<file path="config.mk">
export PLATFORM = sky130hd
export DESIGN_NAME = vram_arbiter
export DESIGN_NICKNAME = d
export VERILOG_FILES = /design/src/rtl/vram_arbiter.sv
export SDC_FILE = /design/constraint.sdc
export NUM_CORES = 1
export LEC_CHECK = 0
export CORE_MARGIN = 4
export CORE_UTILIZATION = 26
export CTS_BUF_LIST = sky130_fd_sc_hd__clkbuf_2 sky130_fd_sc_hd__clkbuf_4 sky130_fd_sc_hd__clkbuf_8
export DETAILED_ROUTE_END_ITERATION = 6
export HOLD_SLACK_MARGIN = 0.06
export PLACE_DENSITY = 0.91
export SETUP_SLACK_MARGIN = 0.2
export SLEW_MARGIN = 40
export SYNTH_ARGS = -nofsm -noshare
export SYNTH_HDL_FRONTEND = slang
export SYNTH_SLANG_ARGS = --single-unit
</file>
<file path="constraint.sdc">
create_clock -name clk -period 2 [get_ports clk]
set_input_delay 0.2 -clock clk [delete_from_list [all_inputs] [get_ports clk]]
set_output_delay 0.2 -clock clk [all_outputs]
set_load 0.05 [all_outputs]
</file>
<file path="src/rtl/vram_arbiter.sv">
// vram_arbiter
//   Single-ported main RAM shared by three masters: the layer renderer
//   (read-only words), the sprite engine (word read/write with byte enables)
//   and the CPU (byte read/write).
//
//   Fixed priority is layer > sprite > CPU. A CPU that has waited
//   CPU_MAX_WAIT cycles jumps to the front of the queue.
//
//   Grants are combinational. The RAM returns read data one cycle after
//   the address is presented.
//
//   Ports
//     clk, reset                 clock, synchronous active-high reset
//     cpu_*                      CPU byte port: strobe/ack handshake, 8-bit read data + valid
//     l_*                        layer word read port: strobe/ack, read valid
//     s_*                        sprite word port: strobe/ack, byte enables, read valid
//     rddata                     shared 32-bit read data for the layer and sprite ports
//     bus_*                      RAM side: address, write data, byte enables, write strobe, read data
module vram_arbiter #(
  parameter int unsigned CPU_MAX_WAIT = 3
) (
  input  logic        clk,
  input  logic        reset,
  input  logic [16:0] cpu_addr,
  input  logic [7:0]  cpu_wrdata,
  input  logic        cpu_write,
  input  logic        cpu_strobe,
  output logic        cpu_ack,
  output logic [7:0]  cpu_rddata,
  output logic        cpu_rddata_valid,
  input  logic [14:0] l_addr,
  input  logic        l_strobe,
  output logic        l_ack,
  output logic        l_rddata_valid,
  input  logic [14:0] s_addr,
  input  logic [31:0] s_wrdata,
  input  logic [3:0]  s_wrbytesel,
  input  logic        s_write,
  input  logic        s_strobe,
  output logic        s_ack,
  output logic        s_rddata_valid,
  output logic [31:0] rddata,
  output logic [14:0] bus_addr,
  output logic [31:0] bus_wrdata,
  output logic [3:0]  bus_wrbytesel,
  output logic        bus_write,
  input  logic [31:0] bus_rddata
);

  localparam logic [3:0] MAX_WAIT = 4'(CPU_MAX_WAIT);

  logic [3:0] r_wait_cnt;
  logic       r_l_vld, r_s_vld, r_c_vld;
  logic [1:0] r_cpu_lane;
  logic       w_cpu_urgent;

  assign w_cpu_urgent = cpu_strobe && (r_wait_cnt >= MAX_WAIT);

  // Grant selection and RAM-side mux. Nothing is granted while in reset.
  always_comb begin
    cpu_ack       = 1'b0;
    l_ack         = 1'b0;
    s_ack         = 1'b0;
    bus_addr      = '0;
    bus_wrdata    = '0;
    bus_wrbytesel = '0;
    bus_write     = 1'b0;
    if (!reset) begin
      if (w_cpu_urgent)    cpu_ack = 1'b1;
      else if (l_strobe)   l_ack   = 1'b1;
      else if (s_strobe)   s_ack   = 1'b1;
      else if (cpu_strobe) cpu_ack = 1'b1;
    end
    if (l_ack) begin
      bus_addr = l_addr;
    end else if (s_ack) begin
      bus_addr      = s_addr;
      bus_wrdata    = s_wrdata;
      bus_wrbytesel = s_wrbytesel;
      bus_write     = s_write;
    end else if (cpu_ack) begin
      bus_addr      = cpu_addr[16:2];
      bus_wrdata    = {4{cpu_wrdata}};
      bus_wrbytesel = cpu_write ? (4'b0001 << cpu_addr[1:0]) : 4'b0000;
      bus_write     = cpu_write;
    end
  end

  always_ff @(posedge clk) begin
    if (reset) begin
      r_wait_cnt <= '0;
      r_l_vld    <= 1'b0;
      r_s_vld    <= 1'b0;
      r_c_vld    <= 1'b0;
      r_cpu_lane <= '0;
    end else begin
      if (!cpu_strobe || cpu_ack)  r_wait_cnt <= '0;
      else if (r_wait_cnt < MAX_WAIT) r_wait_cnt <= r_wait_cnt + 4'd1;
      r_l_vld <= l_ack;
      r_s_vld <= s_ack & ~s_write;
      r_c_vld <= cpu_ack & ~cpu_write;
      if (cpu_ack) r_cpu_lane <= cpu_addr[1:0];
    end
  end

  // Gating with reset kills a read that was granted in the cycle just
  // before reset asserted, so its valid pulse never appears.
  assign l_rddata_valid   = r_l_vld & ~reset;
  assign s_rddata_valid   = r_s_vld & ~reset;
  assign cpu_rddata_valid = r_c_vld & ~reset;
  assign rddata           = bus_rddata;
  assign cpu_rddata       = bus_rddata[{r_cpu_lane, 3'b000} +: 8];

endmodule
</file>
==> flow_summary_export.csv, run 1 <==
group,metric,value,unit
die,die_w,89.2,um
critical_path,critical_path.slowest_cell,"dfxtp_2",
timing,final-hold-violation-count,0,
synth,synth_warnings,0,
clocking,hold_buffers,0,
outcome,outcome,"complete, but fails checks",
timing,setup_viol,53,
global_route,grt_max_degree,40,
finish,fillers,383,
finish,flops,9,
finish,area_growth,183,%
critical_path,cp_data_arrival_time,1910,ps
critical_path,r2r_slack,330,ps
global_route,antenna_found_initial,1,
finish,drive_above_1_share,51.6,%
route,ant_nets,0,
synth,edf_count,0,
synth,ys_chip_area,1710,um^2
critical_path,worstSetupEndpoint,"bus_wrdata[6]",
pwr,powerSeq,198,uW
synth,ff_type,"dfxtp_1",
die,dieHeight,89.2,um
outcome,violations,"setup timing",
clocking,clkLatencyLatePin,230,ps
finish,n_all_inverters,19,
pwr,irDropWorstVdd,0.309,mV
global_route,grt_pass1_vias,2769,
worst_hold_path,holdPathEnd,"r_wait_cnt[0]",
critical_path,critPathLaunch,"r_wait_cnt[0]",
finish,fin_util,75.9,%
clocking,cts_tree,"done",
critical_path,critPathMaxStageDelay,330,ps
finish,multi_input_comb_cells,135,
route,firstDrtPassIters,4,
critical_path,r2r-end,"r_s_vld",
critical_path,critPathTopFamily,"buffers and inverters",
global_route,grt_overflow,0,
finish,layout.nets,560,
pwr,clk-power,202,uW
critical_path,startpoint_type,"register",
timing,setup_ws,-114,ps
placement,place_ws,-24.6,ps
run 1: stage by stage:
stage / instance area [um^2] / hold slack, ps / setup TNS (ps)
after floorplan: 1890 / 272 / 0
after global placement: 3900 / 421 / -0.354
after detailed placement: 3900 / 429 / -61.6
after CTS: 4540 / 436 / -3620
after global routing: 4850 / 459 / -7450
final: 4850 / 434 / -4400
run 1: routing by layer:
layer / GRT usage (%) / vias up / routed length (um)
li1: - / 1214 / -
met1: 24.1 / 1275 / 3730
met2: 43.7 / 163 / 5810
met3: 7.37 / 29 / 1120
met4: 5.95 / 0 / 320
met5: 0 / - / 0
run 1: sequential cells by signal, summed over array words and instances, names as in the netlist:
| register | flops |
|---|---|
| r_s_vld | 1 |
| r_l_vld | 1 |
| r_cpu_lane | 2 |
| r_wait_cnt | 4 |
| r_c_vld | 1 |
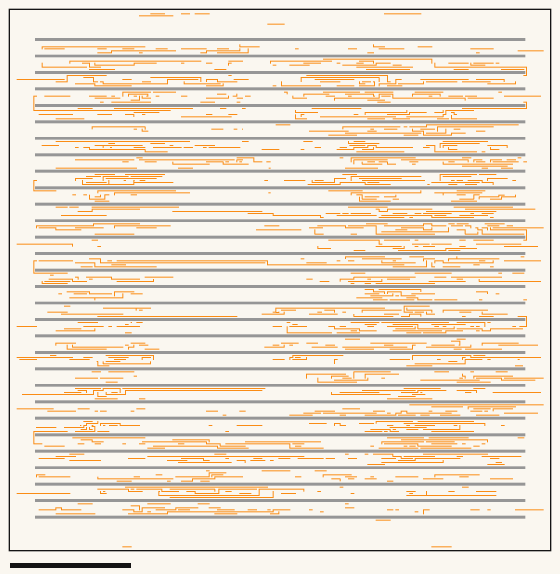
Run 1: met1 routing
Bar = 20 um. Supply wires on this layer in gray.
The layer carries 3740 um of wire. The longest straight run is 27.1 um. The wires run mostly horizontal. The layer holds 34% of the routed length. 460 nets have wire on it.

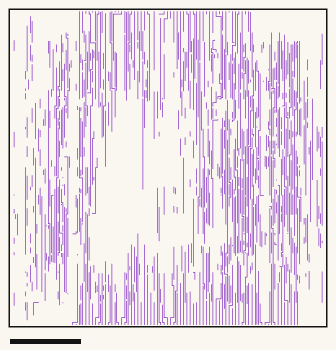
Run 1: signal wires on met2
Bar = 20 um.
508 nets have wire on it. The layer holds 53% of the routed length. The layer carries 5810 um of wire.
Via Count: 2681
drt total wl: 11000 um
met2 global-route usage: 43.7%

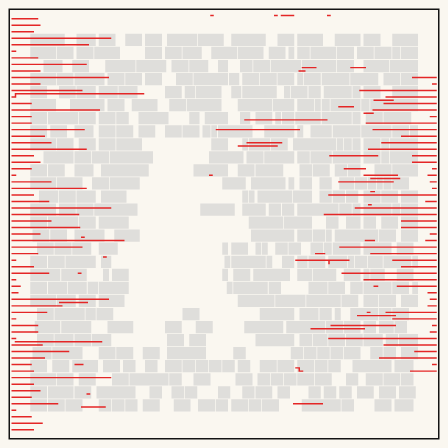
Run 1: the metal 3 layer
Cells faint in the background.
The layer holds 10% of the routed length. The wires run mostly horizontal. The layer carries 1120 um of wire.

--- run 2 (diff from run 1) ---
CAP_MARGIN = 20   (was not set)
SLEW_MARGIN = not set   (was 40)
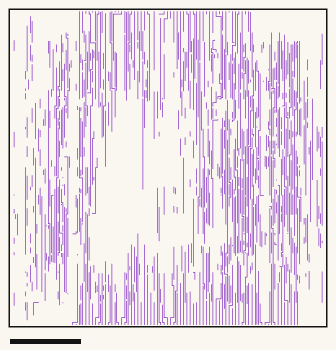
Run 2: signal wires on met2
Bar = 20 um.
The longest straight run is 37.9 um. The wires run mostly vertical. The layer holds 53% of the routed length. The layer carries 5810 um of wire.

==> flow_summary_export.csv, run 2 <==
group,metric,value,unit
timing,final-hold-violation-count,0,
synth,edf_count,0,
timing,setup_ws,-114,ps
global_route,grt_max_degree,40,
critical_path,startpoint_type,"register",
route,routed_wl,11000,um
global_route,grt_pass1_vias,2769,
finish,layout.nets,560,
outcome,outcome,"complete, but fails checks",
critical_path,cp_data_arrival_time,1910,ps
synth,synth_warnings,0,
finish,drive_above_1_share,51.6,%
critical_path,critPathMaxStageDelay,330,ps
critical_path,critPathTopFamily,"buffers and inverters",
finish,area_growth,183,%
timing,whs,434,ps
die,dieHeight,89.2,um
route,ant_nets,0,
critical_path,r2r-end,"r_s_vld",
pwr,clk-power,202,uW
placement,place_ws,-24.6,ps
outcome,violations,"setup timing",
synth,ys_chip_area,1710,um^2
timing,fin_setup_tns,-4400,ps
pwr,powerSeq,198,uW
timing,setup_viol,53,
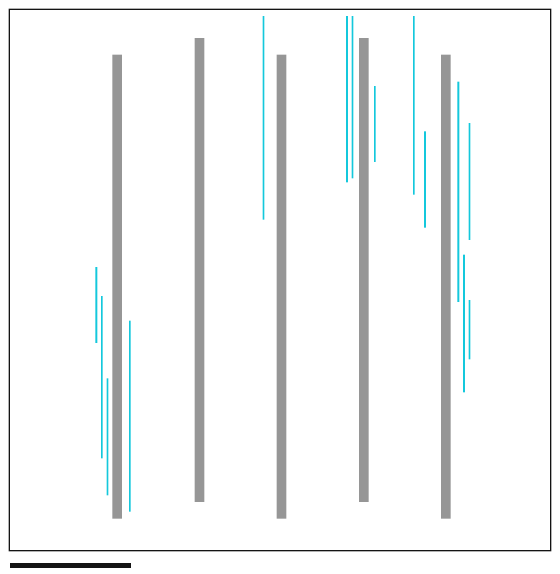
Run 2: metal 4
Bar = 20 um. Supply wires on this layer in gray.
The longest straight run is 36.0 um. The layer carries 320 um of wire.

-- run 2: metal layers --
metal / GRT usage [%] / wire length, um
met5: 0 / 0
met4: 5.95 / 320
met3: 7.37 / 1120
met2: 43.7 / 5810
met1: 24.1 / 3730
-- run 2: area by class of cell --
cell class              count  area (um^2)
repair buffers            261         2850
multi-input cells         135         1600
inverters                  19         73.8
well taps                  77         96.3
clock buffers               3         41.3
diodes                      1         2.50
clock inverters             1         5.00
fillers                   383         1540
flip-flops and latches      9          181
-- run 2: timing repair --
item,in CTS,in global routing
gates cloned,2,5
setup endpoints to repair,53,54
buffers inserted,5,4
gates resized,122,33
pin swaps,15,13
Run 2, met1 routing:
Bar = 20 um. Supply wires on this layer in gray.
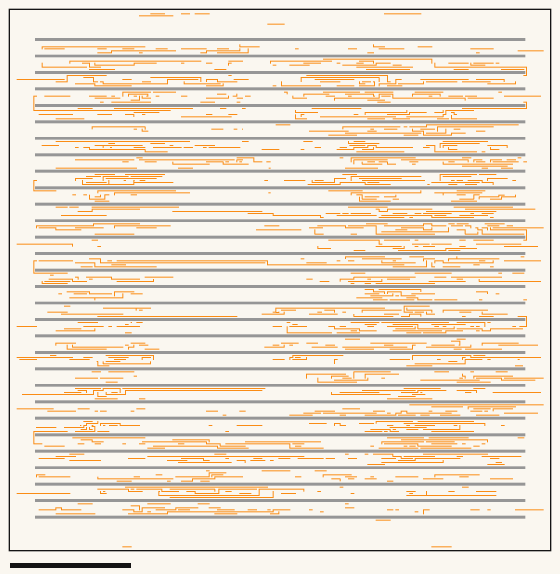

--- run 3 (diff from run 2) ---
ABC_AREA = 1   (was not set)
CORE_UTILIZATION = 25   (was 26)
GPL_TIMING_DRIVEN = 0   (was not set)
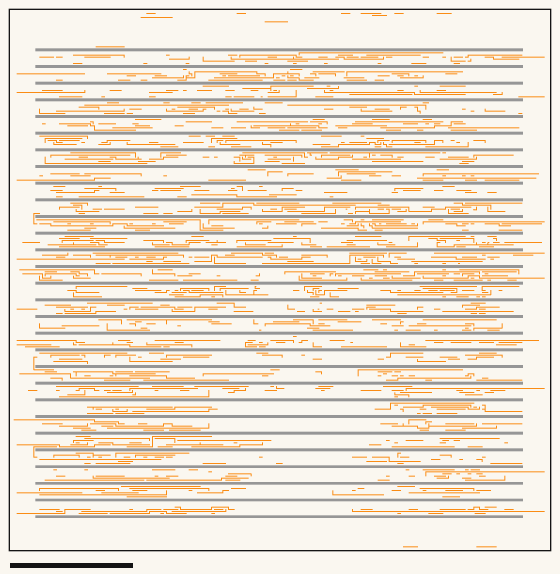
Run 3: met1 routing
Bar = 20 um. Supply wires on this layer in gray.
The layer holds 31% of the routed length. The layer carries 4130 um of wire. The longest straight run is 31.3 um. The wires run mostly horizontal.
GR met1 Demand/Resource: 28.2%
drt total wl: 13100 um
Via Count: 3182

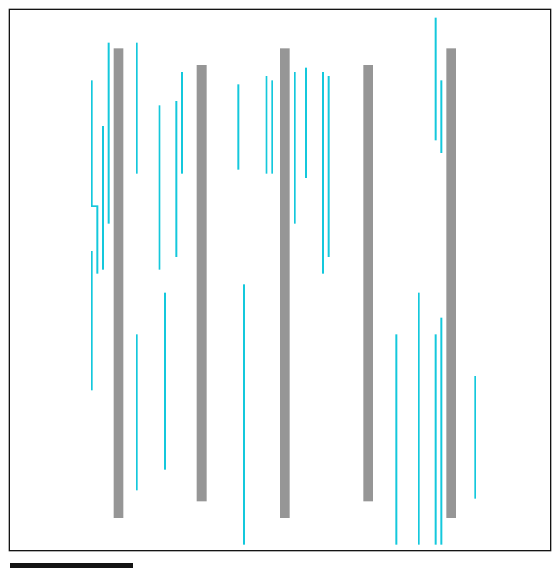
Run 3: metal 4
Bar = 20 um. Supply wires on this layer in gray.
The layer holds 4.9% of the routed length. 25 nets have wire on it. The longest straight run is 42.2 um. The wires run mostly vertical. The layer carries 637 um of wire.

==> flow_summary_export.csv, run 3 <==
group,metric,value,unit
outcome,outcome,"complete, but fails checks",
outcome,violations,"setup timing",
critical_path,startpoint_type,"register",
die,dieHeight,88.1,um
clocking,postCtsSetupBuffers,11,
critical_path,cp_data_arrival_time,1840,ps
clocking,cts_resized,551,
finish,layout.nets,671,
pwr,clk-power,221,uW
finish,nNonClkBuffers,292,
finish,multi_input_comb_cells,221,
finish,largest_class,"buffers",
timing,whs,255,ps
critical_path,critPathMaxStageDelay,330,ps
route,ant_nets,0,
finish,diodes,0,
timing,final-hold-violation-count,0,
synth,synth_warnings,0,
synth,ys_chip_area,1600,um^2
timing,setup_viol,17,
die,nWellTaps,75,
finish,area_growth,226,%
global_route,grt_util_met3,9.50,%
finish,drive_above_1_share,45.8,%
global_route,gr-usage-met2,56.2,%
timing,fin_setup_tns,-187,ps
critical_path,r2r-end,"r_wait_cnt[1]",
route,met2_length,6960,um
global_route,grt_max_degree,11,
timing,setup_ws,-35.9,ps
run 3: netlist changes by cell type after synthesis, moves of 8 or more:
| cell | change |
|---|---|
| nand3_1 | +43 |
| a21oi_1 | +17 |
| mux4_2 | -8 |
| o21ai_0 | +22 |
| nor2_1 | +56 |
| nand2_1 | +40 |
| nor3_1 | -15 |
| o22ai_1 | +8 |
| a22o_1 | -34 |
| a211oi_1 | -15 |
| o22a_1 | -15 |
run 3: cell families (layout without fill, tap and decap cells):
logic type / count (synthesis) / after routing / share of synthesized area [%]
XOR/XNOR: 1 / 1 / 0.546
flip-flops: 9 / 9 / 11.2
AND-OR/OR-AND: 63 / 63 / 20.5
buffers and inverters: 62 / 309 / 26.0
other: 1 / 2 / 0.234
adder cells (fa/ha/maj): 1 / 1 / 0.780
AND/OR/NAND/NOR: 153 / 154 / 40.7

==> gallery <==
Congestion heat map.
panel A
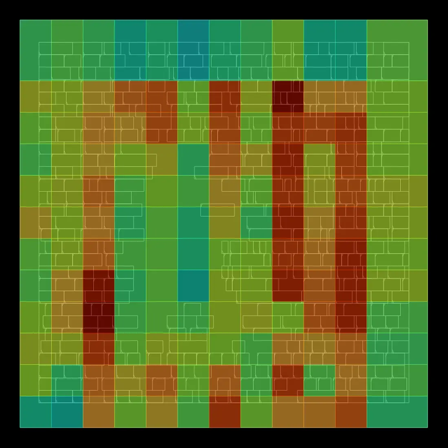
panel B
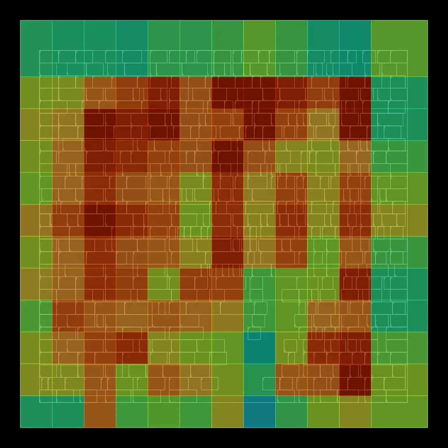
- highest track usage: panel B
| picture | from |
|---|---|
| panel B | run 3 |
| panel A | run 2 |

No activity file was given, so power comes from the tool's default toggle rates.
